`config.mk`:
```
export PLATFORM = sky130hd
export DESIGN_NAME = uart_tx_feeder
export DESIGN_NICKNAME = d
export VERILOG_FILES = /design/src/rtl/uart_tx_feeder_pkg.sv /design/src/rtl/uart_tx_feeder_byte_fifo.sv /design/src/rtl/uart_tx_feeder.sv
export SDC_FILE = /design/constraint.sdc
export NUM_CORES = 1
export LEC_CHECK = 0
export CORE_ASPECT_RATIO = 0.7
export CORE_MARGIN = 2
export CORE_UTILIZATION = 64
export DETAILED_ROUTE_END_ITERATION = 7
export PLACE_DENSITY_LB_ADDON = 0.3
export SYNTH_ARGS = -nofsm -noshare
export SYNTH_HDL_FRONTEND = slang
export SYNTH_SLANG_ARGS = --single-unit
```
`constraint.sdc`:
```
create_clock -name clk -period 5.02 [get_ports clk]
set_input_delay 0.502 -clock clk [delete_from_list [all_inputs] [get_ports clk]]
set_output_delay 0.502 -clock clk [all_outputs]
set_load 0.02 [all_outputs]
```
`src/rtl/uart_tx_feeder_pkg.sv`:
```
// Shared widths and sequencer state encodings for the UART transmit feeder.
package uart_tx_feeder_pkg;

    localparam int unsigned BYTE_W  = 8;
    localparam int unsigned STATE_W = 2;

    localparam logic [STATE_W-1:0] ST_IDLE   = 2'd0;
    localparam logic [STATE_W-1:0] ST_LOAD   = 2'd1;
    localparam logic [STATE_W-1:0] ST_WAITHI = 2'd2;
    localparam logic [STATE_W-1:0] ST_WAITLO = 2'd3;

endpackage

```
`src/rtl/uart_tx_feeder_byte_fifo.sv`:
```
// Synchronous byte FIFO with wrapping binary pointers and a level counter.
// Head data is presented combinationally; flush beats push and pop.
module byte_fifo
    import uart_tx_feeder_pkg::*;
#(
    parameter int unsigned DEPTHLOG2 = 4
) (
    input  logic                 clk,
    input  logic                 resetn,
    input  logic                 push,
    input  logic                 pop,
    input  logic                 flush,
    input  logic [BYTE_W-1:0]    din,
    output logic [BYTE_W-1:0]    dout,
    output logic [DEPTHLOG2:0]   level
);

    localparam int unsigned DEPTH = 2 ** DEPTHLOG2;
    localparam int unsigned LVL_W = DEPTHLOG2 + 1;

    logic [BYTE_W-1:0]    mem [DEPTH];
    logic [DEPTHLOG2-1:0] wr_ptr;
    logic [DEPTHLOG2-1:0] rd_ptr;
    logic                 push_ok;
    logic                 pop_ok;

    // A push into a full FIFO is dropped even when a pop frees a slot that cycle.
    assign push_ok = push && (level != LVL_W'(DEPTH));
    assign pop_ok  = pop && (level != '0);
    assign dout    = mem[rd_ptr];

    always_ff @(posedge clk or negedge resetn) begin
        if (!resetn) begin
            wr_ptr <= '0;
            rd_ptr <= '0;
            level  <= '0;
        end else if (flush) begin
            wr_ptr <= '0;
            rd_ptr <= '0;
            level  <= '0;
        end else begin
            if (push_ok) wr_ptr <= wr_ptr + DEPTHLOG2'(1);
            if (pop_ok)  rd_ptr <= rd_ptr + DEPTHLOG2'(1);
            case ({push_ok, pop_ok})
                2'b10:   level <= level + LVL_W'(1);
                2'b01:   level <= level - LVL_W'(1);
                default: level <= level;
            endcase
        end
    end

    always_ff @(posedge clk) begin
        if (push_ok && !flush) mem[wr_ptr] <= din;
    end

endmodule

```
`src/rtl/uart_tx_feeder.sv`:
```
// Byte queue plus load sequencer in front of the UART transmitter: pops one
// byte at a time, pulses load, then waits for txbusy to rise and fall.
module uart_tx_feeder
    import uart_tx_feeder_pkg::*;
#(
    parameter int unsigned DEPTHLOG2 = 4,
    parameter int unsigned BUSYWAIT  = 8
) (
    input  logic                 clk,
    input  logic                 resetn,
    input  logic                 wr_en,
    input  logic [BYTE_W-1:0]    wr_data,
    input  logic                 flush,
    input  logic                 txbusy,
    output logic                 load,
    output logic [BYTE_W-1:0]    d,
    output logic                 full,
    output logic                 empty,
    output logic [DEPTHLOG2:0]   level,
    output logic                 overflow
);

    localparam int unsigned DEPTH = 2 ** DEPTHLOG2;
    localparam int unsigned LVL_W = DEPTHLOG2 + 1;
    localparam int unsigned CNT_W = $clog2(BUSYWAIT + 1);

    logic [STATE_W-1:0] state;
    logic [STATE_W-1:0] state_next;
    logic [CNT_W-1:0]   cnt;
    logic [CNT_W-1:0]   cnt_next;
    logic [BYTE_W-1:0]  d_next;
    logic [BYTE_W-1:0]  head;
    logic               load_next;
    logic               pop;

    assign full  = (level == LVL_W'(DEPTH));
    assign empty = (level == '0);

    byte_fifo #(
        .DEPTHLOG2 (DEPTHLOG2)
    ) u_fifo (
        .clk    (clk),
        .resetn (resetn),
        .push   (wr_en),
        .pop    (pop),
        .flush  (flush),
        .din    (wr_data),
        .dout   (head),
        .level  (level)
    );

    always_ff @(posedge clk or negedge resetn) begin
        if (!resetn) begin
            state    <= ST_IDLE;
            cnt      <= '0;
            d        <= '0;
            load     <= 1'b0;
            overflow <= 1'b0;
        end else begin
            state    <= state_next;
            cnt      <= cnt_next;
            d        <= d_next;
            load     <= load_next;
            overflow <= wr_en && full;
        end
    end

    // A same-cycle flush wins over the pop, so a flushed byte is never launched.
    always_comb begin
        state_next = state;
        cnt_next   = cnt;
        d_next     = d;
        load_next  = 1'b0;
        pop        = 1'b0;
        case (state)
            ST_IDLE: begin
                if (!empty && !txbusy && !flush) begin
                    pop        = 1'b1;
                    d_next     = head;
                    load_next  = 1'b1;
                    state_next = ST_LOAD;
                end
            end
            ST_LOAD: begin
                cnt_next   = '0;
                state_next = ST_WAITHI;
            end
            ST_WAITHI: begin
                if (txbusy) begin
                    state_next = ST_WAITLO;
                end else if (cnt == CNT_W'(BUSYWAIT - 1)) begin
                    state_next = ST_IDLE;
                end else begin
                    cnt_next = cnt + CNT_W'(1);
                end
            end
            ST_WAITLO: begin
                if (!txbusy) state_next = ST_IDLE;
            end
            default: state_next = ST_IDLE;
        endcase
    end

endmodule

```
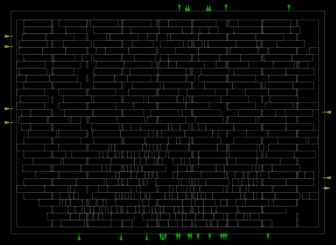
**Above:** run 1 (placed standard cells).
floorplan row count: 30
flip-flop and latch count: 157
Well Taps: 128
Core Footprint: 9720 um^2

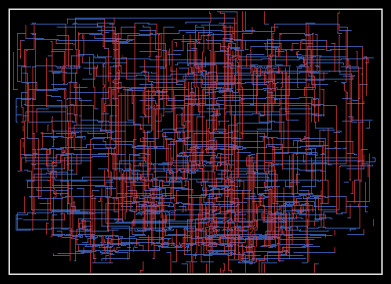
**Above:** run 1 (wiring by layer).
(3 px per um) Only two layers are drawn.
Key: blue = metal 1 [wire length 5720 um]; red = metal 2 [wire length 6250 um]

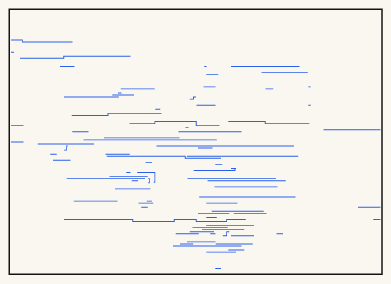
**Above:** run 1 (met3 routing).
(3 px per um)
The layer holds 7.6% of the routed length. The longest straight run is 45.5 um. The layer carries 1000 um of wire. The wires run mostly horizontal.

==> metrics.log, run 1 <==
[report] implementation figures
[metrics] leading post-synthesis cells by instance count: edfxtp_1, nor2_1, mux4_2
[metrics] clock transition at the register clock pins on the worst setup and hold paths after CTS: 0.06 ns
[metrics] top metal layer carrying routed signals: met4
[metrics] Util after Layout: 76.7%
[metrics] number of global-route vias before repair: 3410
[metrics] worst relative slew slack: 15.0%
[metrics] mean instance size in the synthesized netlist: 17.5 um^2
[metrics] area occupied by registers: 4570 um^2
[metrics] routed wl met3: 1000 um
[metrics] drt initial violations: 353
[metrics] total internal power: 0.00259 W
[metrics] final setup violation count: 0
[metrics] largest incremental delay on the critical path: 0.74 ns
[metrics] most instantiated logic cells after routing: edfxtp_1, nor2_1, mux4_2
[metrics] total routing resource utilization after global routing: 26.5%
[metrics] total via count in the routed design: 3500
[metrics] met1 usage in global routing: 39.0%
[metrics] Reg power frac: 44.7%
[metrics] Flops after synth: 157
[metrics] reported max-cap violation count: 0
[metrics] Mux cell area share: 13.9%
[metrics] area overhead of the layout relative to synthesis: 16.1%
[metrics] global-route track usage on met2: 40.3%
[metrics] antenna violations before repair: 0
[metrics] total of cells resized after clock tree synthesis: 0
[metrics] share of cells above drive strength 1: 18.3%
[metrics] status: finished, final reports clean
[metrics] kind of start point of the critical path: input pin
[metrics] post-detailed-placement half-perimeter wirelength: 7730 um
[metrics] Logic pwr share: 18.5%
[metrics] post-detailed-route via-to-cell ratio: 6.43
[metrics] total inserted antenna cells: 0
[metrics] leading post-synthesis cells by cell area: edfxtp_1, dfrtp_1, mux4_2, mux2i_1, nor2_1
[metrics] filler cell count in the final layout: 516
[metrics] beginning of the critical path: flush
[metrics] portion of the clock cycle consumed by the worst path in the final layout: 66.2%
[metrics] top-count cell post-synth: edfxtp_1
[metrics] number of buffers added on ports: 29
[metrics] number of setup buffers added after CTS: 0
[metrics] class of the worst hold path: input pin to asynchronous set/reset pin
[metrics] power of the combinational group: 0.000650 W
[metrics] total clock buffers created by CTS: 17
[metrics] non-filler cells in the finished layout: 544
[metrics] XOR-XNOR Cells, Area Fraction: 1.23%
[metrics] Core Util at FP: 66.1%
[metrics] clock tree buffer count of the final layout: 26
[metrics] Critical Path End Type: flop
[metrics] Top cell excl fill/tap: edfxtp_1
[metrics] clock tree from TritonCTS: yes
[metrics] largest class: registers
[metrics] clock group share of total power: 36.8%
[metrics] combined buffer and inverter count along the critical path: 1
[metrics] Synth logic family: multiplexers
[metrics] share of the yosys chip area belonging to registers: 71.1%
[metrics] wire length on met1: 5720 um
[metrics] CP delay by family, top: simple AND/OR/NAND/NOR gates
[metrics] maximum fanout along the worst path: 18
[metrics] Multi-input comb cells: 184
[metrics] die height: 87.8 um
[metrics] Largest Register: u_fifo.mem
[metrics] maximum frequency from static timing analysis: 0.301 GHz
[metrics] first-pass GRT wire length: 19800 um
[metrics] critical path endpoint: u_fifo.level[4]
[metrics] number of non-clock inverters in the layout: 8
[metrics] maximum number of pins on one net before global-route repair: 36
[metrics] data-path buffer share of cell area in the final layout: 4.49%
[metrics] syn_nets: 388
[metrics] number of enable-type register cells in the synthesized netlist: 128
[metrics] post-synth top area cell: edfxtp_1
[metrics] crit path kind: input pin to flop
[metrics] number of H-tree branching levels: 4
[metrics] fraction of standard cell area that is sequential: 61.3%
[metrics] share of async-settable or async-resettable flops after synthesis: 18.5%
[metrics] fin. max-slew vios: 0
[metrics] Final Cell Area: 7460 um^2
[metrics] Routed wire per std cell: 24.1 um
[metrics] final critical-path setup slack: 1.70 ns
[metrics] minimum hold slack: 0.470 ns
[metrics] portion of the layout cell area used by clock cells: 8.35%
[metrics] post-route minimum period: 3.32 ns
[metrics] Cell Area, Placed: 6840 um^2
[metrics] Worst Skew: 0.00720 ns
[metrics] CTS root buffer: clkbuf_16
[metrics] flip-flop count of the largest register, all copies and words added: 128
[metrics] Final Hold Violation Tally: 0
[metrics] YS chip area: 6430 um^2
[metrics] pwr/cell area: 471 nW/um^2
[metrics] post-synthesis instance area: 6430 um^2
[metrics] crit path max-delay cell type: clkdlybuf4s50_1
[metrics] commonest register cell after synthesis: edfxtp_1
[metrics] Unique masters post-synth: 41
[metrics] switching power as a share of total power: 26.2%
[metrics] Yosys warning total: 0
[metrics] RSZ-0062 raised after global routing: false
[metrics] total stage count of the critical path: 10
[metrics] total die area: 10900 um^2
[metrics] top cell type's share of synthesized area: 59.8%
[metrics] number of cells traversed by the worst register-to-register path: 9
[metrics] required time of the critical path: 5.30 ns
[metrics] Max rail drop VDD: 0.000434 V
[metrics] Reg2Reg Capture Point: u_fifo.level[4]
[metrics] synthesized netlist cell count: 367
[metrics] cell total in the yosys stat output: 367
[metrics] transition time of the tightest slew-check pin: 1.26 ns
[metrics] fa+ha+maj area frac: 1.56%
[metrics] Global Route met3 Usage: 7.29%
[metrics] layout net count: 424
[metrics] IO Count: 30
[metrics] Max power group: sequential cells
[metrics] antenna viol nets, final: 0
[metrics] post-detailed-routing wire length: 13100 um
[metrics] combinational fraction of the cell area: 23.3%
[metrics] TritonCTS sink count: 157
[metrics] clock tree buffer depth: 2
[metrics] Horiz. Die Dim: 124 um
[metrics] detailed route wirelength on metal2: 6250 um
**Run 1: cell classes on the final placement**

(2 px per um)
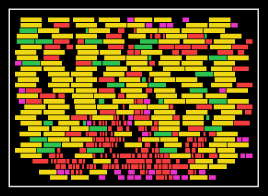

--- run 2 (diff from run 1) ---
--- a/config.mk
+++ b/config.mk
@@ -7,7 +7,7 @@
 export LEC_CHECK = 0
 export CORE_ASPECT_RATIO = 0.7
 export CORE_MARGIN = 2
-export CORE_UTILIZATION = 64
+export CORE_UTILIZATION = 60
 export DETAILED_ROUTE_END_ITERATION = 7
 export PLACE_DENSITY_LB_ADDON = 0.3
 export SYNTH_ARGS = -nofsm -noshare
==> constraint.sdc (replaced) <==
create_clock -name clk -period 3.4 [get_ports clk]
set_input_delay 0.34 -clock clk [delete_from_list [all_inputs] [get_ports clk]]
set_output_delay 0.34 -clock clk [all_outputs]
set_load 0.02 [all_outputs]
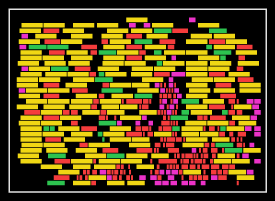
**Above:** run 2 (cell classes on the final placement).
(2 px per um)
Key: magenta = remaining buffers and delay cells [cells 52, share of their area 6.4%]; red = combinational and other logic [cells 192, share of their area 24%]; yellow = sequential cells [cells 157, share of their area 62%]; green = clock drivers and dummy loads [cells 32, share of their area 8.1%]

==> metrics.log, run 2 <==
[report] implementation figures
[metrics] YS chip area: 6430 um^2
[metrics] clock tree from TritonCTS: yes
[metrics] Core Util at FP: 61.8%
[metrics] kind of start point of the critical path: flop
[metrics] post-detailed-placement half-perimeter wirelength: 8230 um
[metrics] crit path kind: flop to flop
[metrics] total clock buffers created by CTS: 17
[metrics] number of non-clock inverters in the layout: 8
[metrics] met1 usage in global routing: 37.4%
[metrics] Routed wire per std cell: 23.0 um
[metrics] clock tree buffer count of the final layout: 18
[metrics] top-count cell post-synth: edfxtp_1
[metrics] critical path endpoint: u_fifo.level[4]
[metrics] top cell type's share of synthesized area: 59.8%
[metrics] die height: 90.6 um
[metrics] fraction of standard cell area that is sequential: 60.3%
[metrics] global-route track usage on met2: 34.6%
[metrics] number of buffers added on ports: 29
[metrics] area overhead of the layout relative to synthesis: 18.0%
[metrics] Synth logic family: multiplexers
[metrics] post-detailed-routing wire length: 13000 um
[metrics] Well Taps: 132
[metrics] number of setup buffers added after CTS: 0
[metrics] number of enable-type register cells in the synthesized netlist: 128
[metrics] minimum hold slack: 0.297 ns
[metrics] total internal power: 0.00377 W
[metrics] maximum frequency from static timing analysis: 0.346 GHz
[metrics] pwr/cell area: 691 nW/um^2
[metrics] combined buffer and inverter count along the critical path: 0
[metrics] crit path max-delay cell type: or4_4
[metrics] antenna viol nets, final: 0
[metrics] detailed route wirelength on metal2: 6000 um
[metrics] portion of the layout cell area used by clock cells: 7.90%
[metrics] area occupied by registers: 4570 um^2
[metrics] required time of the critical path: 3.76 ns
[metrics] share of cells above drive strength 1: 21.7%
[metrics] beginning of the critical path: u_fifo.level[1]
[metrics] filler cell count in the final layout: 622
[metrics] power of the combinational group: 0.000946 W
[metrics] total inserted antenna cells: 0
[metrics] total die area: 11600 um^2
[metrics] mean instance size in the synthesized netlist: 17.5 um^2
[metrics] Cell Area, Placed: 6980 um^2
[metrics] portion of the clock cycle consumed by the worst path in the final layout: 85.0%
[metrics] flip-flop and latch count: 157
[metrics] flip-flop count of the largest register, all copies and words added: 128
[metrics] Final Hold Violation Tally: 0
[metrics] top metal layer carrying routed signals: met4
[metrics] Max rail drop VDD: 0.000540 V
[metrics] Horiz. Die Dim: 128 um
[metrics] data-path buffer share of cell area in the final layout: 6.27%
[metrics] routed wl met3: 971 um
[metrics] Critical Path End Type: flop
[metrics] first-pass GRT wire length: 20100 um
[metrics] CTS root buffer: clkbuf_16
[metrics] IO Count: 30
[metrics] most instantiated logic cells after routing: edfxtp_1, nor2_1, mux4_2
[metrics] Largest Register: u_fifo.mem
[metrics] final setup violation count: 0
[metrics] clock group share of total power: 36.7%
[metrics] Yosys warning total: 0
[metrics] Max power group: sequential cells
[metrics] status: finished, final reports clean
[metrics] non-filler cells in the finished layout: 565
[metrics] Multi-input comb cells: 184
[metrics] Unique masters post-synth: 41
[metrics] maximum fanout along the worst path: 10
[metrics] antenna violations before repair: 0
[metrics] Global Route met3 Usage: 8.29%
[metrics] clock transition at the register clock pins on the worst setup and hold paths after CTS: 0.07 ns
[metrics] largest class: registers
[metrics] layout net count: 441
[metrics] class of the worst hold path: input pin to asynchronous set/reset pin
[metrics] TritonCTS sink count: 157
[metrics] total routing resource utilization after global routing: 24.6%
[metrics] Logic pwr share: 18.0%
[metrics] cell total in the yosys stat output: 367
[metrics] post-route minimum period: 2.89 ns
[metrics] synthesized netlist cell count: 367
[metrics] clock tree buffer depth: 2
[metrics] RSZ-0062 raised after global routing: false
[metrics] combinational fraction of the cell area: 23.0%
[metrics] floorplan row count: 31
[metrics] post-synth top area cell: edfxtp_1
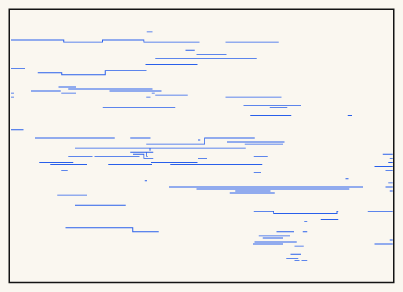
**Above:** run 2 (met3 routing).
(3 px per um)
The layer carries 971 um of wire. The longest straight run is 64.4 um. The wires run mostly horizontal. The layer holds 7.5% of the routed length.

**Run 2: wiring by layer**

(3 px per um) Only two layers are drawn.
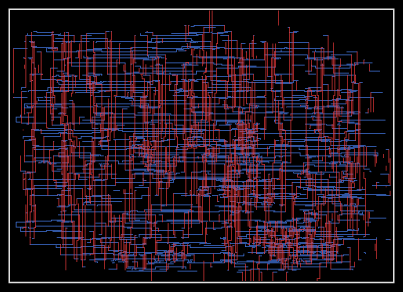

--- run 3 (diff from run 2) ---
--- a/config.mk
+++ b/config.mk
@@ -8,6 +8,7 @@
 export CORE_ASPECT_RATIO = 0.7
 export CORE_MARGIN = 2
 export CORE_UTILIZATION = 60
+export CTS_BUF_LIST = sky130_fd_sc_hd__clkbuf_16
 export DETAILED_ROUTE_END_ITERATION = 7
 export PLACE_DENSITY_LB_ADDON = 0.3
 export SYNTH_ARGS = -nofsm -noshare
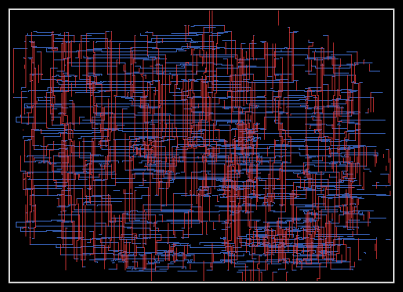
**Above:** run 3 (wiring by layer).
(3 px per um) Only two layers are drawn.
Key: blue = metal 1 [wire length 5850 um]; red = metal 2 [wire length 6020 um]

==> metrics.log, run 3 <==
[report] implementation figures
[metrics] Yosys warning total: 0
[metrics] critical path endpoint: u_fifo.level[4]
[metrics] layout net count: 441
[metrics] most instantiated logic cells after routing: edfxtp_1, nor2_1, mux4_2
[metrics] total internal power: 0.00377 W
[metrics] number of iterations in the first detailed-routing pass: 5
[metrics] total inserted antenna cells: 0
[metrics] Synth logic family: multiplexers
[metrics] Mux cell area share: 13.9%
[metrics] flip-flop count of the largest register, all copies and words added: 128
[metrics] total stage count of the critical path: 9
[metrics] XOR-XNOR Cells, Area Fraction: 1.23%
[metrics] final critical-path setup slack: 0.494 ns
[metrics] minimum hold slack: 0.293 ns
[metrics] number of setup buffers added after CTS: 0
[metrics] met1 usage in global routing: 37.4%
[metrics] highest-utilization routing layer at the global route stage: met1
[metrics] fa+ha+maj area frac: 1.56%
[metrics] share of cells above drive strength 1: 21.7%
[metrics] number of H-tree branching levels: 4
[metrics] top metal layer carrying routed signals: met4
[metrics] wire length on met1: 5850 um
[metrics] pre-CTS setup slack: 0.453 ns
[metrics] Reg2Reg Capture Point: u_fifo.level[4]
[metrics] IO Count: 30
[metrics] top cell type's share of synthesized area: 59.8%
[metrics] YS chip area: 6430 um^2
[metrics] Max rail drop VDD: 0.000539 V
[metrics] TNS Setup: 0 ns
[metrics] maximum fanout along the worst path: 10
[metrics] clock-net power: 0.00192 W
[metrics] commonest register cell after synthesis: edfxtp_1
[metrics] post-route minimum period: 2.91 ns
[metrics] flip-flop and latch count: 157
[metrics] ordered cell list for the critical path: or4_4 > o21ai_4 > nor2_4 > xor2_1 > ha_1 > or3_2 > a21oi_1 > a32oi_1 > nand4_1
[metrics] non-filler cells in the finished layout: 565
[metrics] leading post-synthesis cells by cell area: edfxtp_1, dfrtp_1, mux4_2, mux2i_1, nor2_1
[metrics] transition time of the tightest slew-check pin: 1.09 ns
[metrics] maximum number of pins on one net before global-route repair: 35
[metrics] total of cells resized after clock tree synthesis: 0
[metrics] class of the worst hold path: input pin to asynchronous set/reset pin
[metrics] total die area: 11600 um^2
[metrics] post-detailed-routing wire length: 13000 um
[metrics] number of enable-type register cells in the synthesized netlist: 128
[metrics] routed wl met3: 941 um
[metrics] post-detailed-placement half-perimeter wirelength: 8230 um
[metrics] power spent charging and discharging nets: 0.00147 W
[metrics] CP delay by family, top: simple AND/OR/NAND/NOR gates
[metrics] total via count in the routed design: 3541
[metrics] worst relative slew slack: 27.6%
[metrics] data arrival time at the worst-slack endpoint: 3.26 ns
[metrics] top-count cell post-synth: edfxtp_1
[metrics] portion of the clock cycle consumed by the worst path in the final layout: 85.5%
[metrics] clock transition at the register clock pins on the worst setup and hold paths after CTS: 0.07 ns
[metrics] portion of the layout cell area used by clock cells: 7.90%
[metrics] CTS root buffer: clkbuf_16
[metrics] Multi-input comb cells: 184
[metrics] Top cell excl fill/tap: edfxtp_1
[metrics] drt initial violations: 490
[metrics] mean instance size in the synthesized netlist: 17.5 um^2
[metrics] antenna viol nets, final: 0
[metrics] area overhead of the layout relative to synthesis: 18.0%
[metrics] clock tree from TritonCTS: yes
[metrics] Register-to-Register Setup Slack: 0.49 ns
[metrics] Horiz. Die Dim: 128 um
[metrics] post-synthesis instance area: 6430 um^2
[metrics] antenna violations before repair: 0
[metrics] largest class: registers
[metrics] Core Util at FP: 61.8%
[metrics] power of the combinational group: 0.000946 W
[metrics] Well Taps: 132
[metrics] Logic pwr share: 18.0%
[metrics] Global Route met3 Usage: 8.29%
[metrics] first-pass GRT wire length: 20100 um
[metrics] clock tree buffer count of the final layout: 17
[metrics] combinational fraction of the cell area: 23.0%
[metrics] Unique masters post-synth: 41
[metrics] share of the yosys chip area belonging to registers: 71.1%
[metrics] Max power group: sequential cells
[metrics] RSZ-0062 raised after global routing: false
[metrics] Final Cell Area: 7580 um^2
[metrics] total clock buffers created by CTS: 17
[metrics] largest incremental delay on the critical path: 0.60 ns
[metrics] synthesized netlist cell count: 367
[metrics] clock group share of total power: 36.7%
[metrics] beginning of the critical path: u_fifo.level[1]
[metrics] switching power as a share of total power: 28.1%
[metrics] detailed route wirelength on metal2: 6020 um
[metrics] syn_nets: 388
[metrics] pwr/cell area: 691 nW/um^2
[metrics] final setup violation count: 0
[metrics] number of cells traversed by the worst register-to-register path: 9
[metrics] Routed wire per std cell: 22.9 um
[metrics] Worst Skew: 0.00920 ns
[metrics] reported max-cap violation count: 0
[metrics] Reg power frac: 45.2%
[metrics] share of async-settable or async-resettable flops after synthesis: 18.5%
[metrics] Cell Area, Placed: 6980 um^2
[metrics] Simple-Gate Fraction of Synth Area: 6.23%
[metrics] Critical Path End Type: flop
[metrics] TritonCTS sink count: 157
[metrics] kind of start point of the critical path: flop
[metrics] number of buffers added on ports: 29
[metrics] clock tree buffer depth: 2
[metrics] biggest regs: u_fifo.mem: 128 flops, d: 8 flops, u_fifo.level: 5 flops
[metrics] fin. max-slew vios: 0
[metrics] cell total in the yosys stat output: 367
[metrics] combined buffer and inverter count along the critical path: 0
[metrics] leading post-synthesis cells by instance count: edfxtp_1, nor2_1, mux4_2
[metrics] Largest Register: u_fifo.mem
[metrics] Flops after synth: 157
[metrics] floorplan row count: 31
[metrics] total routing resource utilization after global routing: 24.6%
[metrics] maximum frequency from static timing analysis: 0.344 GHz
[metrics] status: finished, final reports clean
[metrics] area occupied by registers: 4570 um^2
[metrics] post-synth top area cell: edfxtp_1
[metrics] number of placed instances, taps included: 533
[metrics] required time of the critical path: 3.76 ns
[metrics] Final Hold Violation Tally: 0
[metrics] number of global-route vias before repair: 3504
[metrics] post-detailed-route via-to-cell ratio: 6.27
[metrics] crit path max-delay cell type: or4_4
[metrics] number of non-clock inverters in the layout: 8
[metrics] crit path kind: flop to flop
[metrics] global-route track usage on met2: 34.6%
[metrics] data-path buffer share of cell area in the final layout: 6.27%
[metrics] die height: 90.6 um
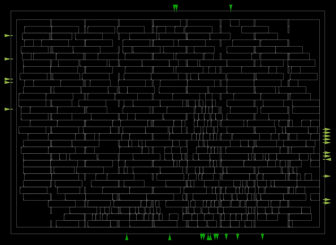
**Above:** run 3 (placed standard cells).
Util after Layout: 72.9%
Core Footprint: 10400 um^2
fraction of standard cell area that is sequential: 60.3%
filler cell count in the final layout: 622

No activity file was given, so power comes from the tool's default toggle rates.
